==> config.mk <==
export PLATFORM = sky130hd
export DESIGN_NAME = rtc_init_sequencer
export DESIGN_NICKNAME = d
export VERILOG_FILES = /design/src/rtl/rtc_init_pkg.sv /design/src/rtl/rtc_init_rom.sv /design/src/rtl/rtc_init_sequencer.sv
export SDC_FILE = /design/constraint.sdc
export NUM_CORES = 1
export LEC_CHECK = 0
export ABC_AREA = 1
export CAP_MARGIN = 10
export CORE_ASPECT_RATIO = 1.75
export CORE_UTILIZATION = 45
export CTS_CLUSTER_DIAMETER = 60
export DETAILED_ROUTE_END_ITERATION = 7
export PLACE_DENSITY = 0.68
export SLEW_MARGIN = 5
export SYNTH_ARGS = -nofsm -noshare
export SYNTH_HDL_FRONTEND = slang
export SYNTH_SLANG_ARGS = --single-unit
==> constraint.sdc <==
create_clock -name clk -period 3 [get_ports clk]
set_input_delay 0.6 -clock clk [delete_from_list [all_inputs] [get_ports clk]]
set_output_delay 0.6 -clock clk [all_outputs]
set_load 0.1 [all_outputs]
### Nets reached from selected ports

Scale: 6 px per µm.
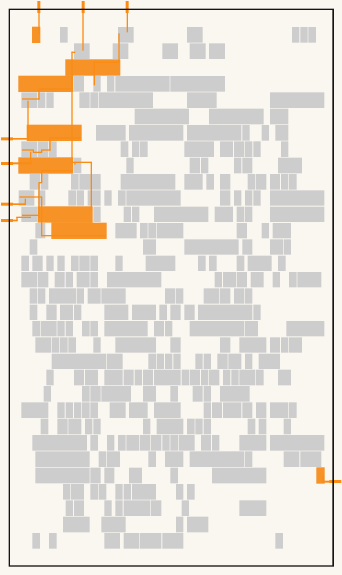
address -> orange  # bits 8, direction output, edge 4 west, 3 north, 1 east, end cells 8, wire 138 µm
num ports: 31
I/O Buffers: 21

### Cell density map

Scale: 4 px per µm. The die is cut into 5 by 9 equal tiles; dark purple is low, yellow is high, 0 to 100% covered.
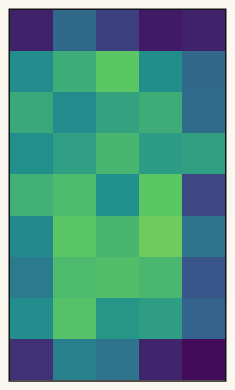
densest ninth of the die = centre
fullest tile = 78%
mean over tiles = 47%
Starting Density: 47.44%
final core utilization: 54.08%
core area: 4444 µm²

### Sequential cells coloured by netlist name

Scale: 6 px per µm. Other sequential cells in the stronger grey, the rest of the logic in the fainter grey.
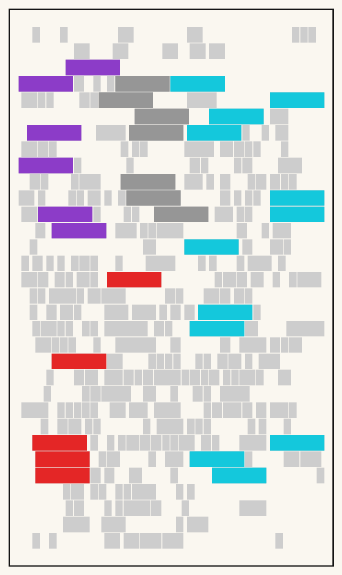
address -> purple  # flops 6, where north-west
r_cnt -> cyan  # flops 12
step -> red  # flops 5, where south-west
not coloured = 7
Seq area share: 31.23%
register area: 750.7 µm²
seq pwr: 0.535 mW

### Selected gate families

Scale: 6 px per µm.
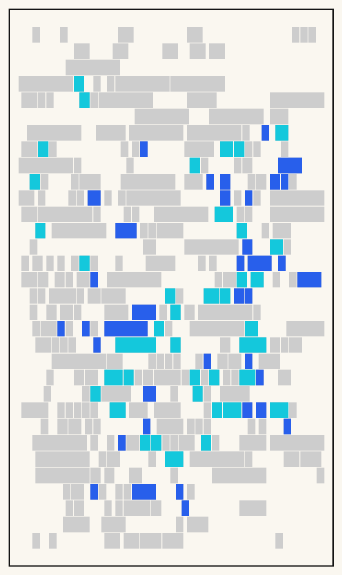
NOR gates -> blue  # cells 37
inverting AOI/OAI gates -> cyan  # cells 39
final cell count without fillers: 359
dominant logic cell type in the layout: nand2_1
combinational share of cell area: 48.20%

==> results.py <==
# Auto-generated metrics
metrics = {
    "clocking": {
        "ctsResizeCount": 0,
        "clock_latency_ns": 0.28,
        "cts_sinks": 30,
        "h-tree-depth": 2,
    },
    "final_timing": {
        "whs_ns": 0.4910,
        "min_period_over_period_pct": 77.27,
        "finalCriticalPeriod_ns": 2.318,
        "max_freq_mhz": 431.4,
    },
    "power": {
        "swShare_pct": 54.19,
        "powerDensity_nw_per_um2": 919.9,
        "internal-power_mw": 1.013,
        "p_switching_mw": 1.198,
        "pwr-share-clk_pct": 15.5,
    },
    "drt": {
        "drt_iter0_drc": 52,
        "drc_errors": 0,
        "via_per_inst": 5.173,
        "met1_length_um": 1883,
        "dr_wl_met3_um": 134,
    },
    "floorplanning": {
        "taps": 51,
        "die-area_um2": 4973,
    },
    "final_layout": {
        "fill_cells": 437,
        "num-multi-input-gates": 207,
        "buffers": 23,
        "largest_reg_flops": 12,
    },
    "placement": {
        "gp_congestion": 0.8456,
        "dpl_cell_area_um2": 2308,
        "placedCellCount": 351,
    },
    "critical_path": {
        "cp.arrival_ns": 2.53,
        "path_cells": "inv_1 > ha_1 > inv_1 > nor2_1 > nand3_1 > nand2_1 > nand2_2 > ha_1 > nand3_1 > nand2_1 > nand2_1 > nand2_1 > o21ai_1",
        "r2r_cells": 13,
        "critPathSlowestCell": "dfrtp_1",
    },
    "global_routing": {
        "grtUsageTotal_pct": 22.59,
        "grt_overflow": 0,
    },
    "flow_run": {
        "openroad.warnings": 33,
    },
    "synth": {
        "synth_simple_gate_area_share_pct": 34.36,
        "synthTopLogicFamily": "simple AND/OR/NAND/NOR gates",
        "syn_area_per_cell_um2": 7.530,
        "xor_area_share_pct": 1.246,
        "syn_inst": 280,
        "netlist_area_um2": 2108,
        "ys_sh_adder_pct": 5.935,
    },
    "min_path": {
        "min_path_cells": 2,
    },
    "run_status": {
        "status": "finished clean",
    },
}
==> layer usage <==
layer | up-vias | track usage, %
met5 | - | 0
met4 | 0 | 10.31
met3 | 13 | 4.105
met2 | 42 | 40.12
met1 | 870 | 24.24
li1 | 932 | -
==> power by group through the flow <==
| stage | registers [mW] | clock network, mW | logic, mW |
|---|---|---|---|
| after floorplan | 0.883 | 0 | 0.725 |
| after global routing | 0.543 | 0.370 | 1.47 |
| after CTS | 0.534 | 0.354 | 1.34 |
| after detailed placement | 0.540 | 0 | 1.33 |
| final | 0.535 | 0.343 | 1.33 |
| after global placement | 0.539 | 0 | 1.33 |
Power and IR drop assume default switching activity.
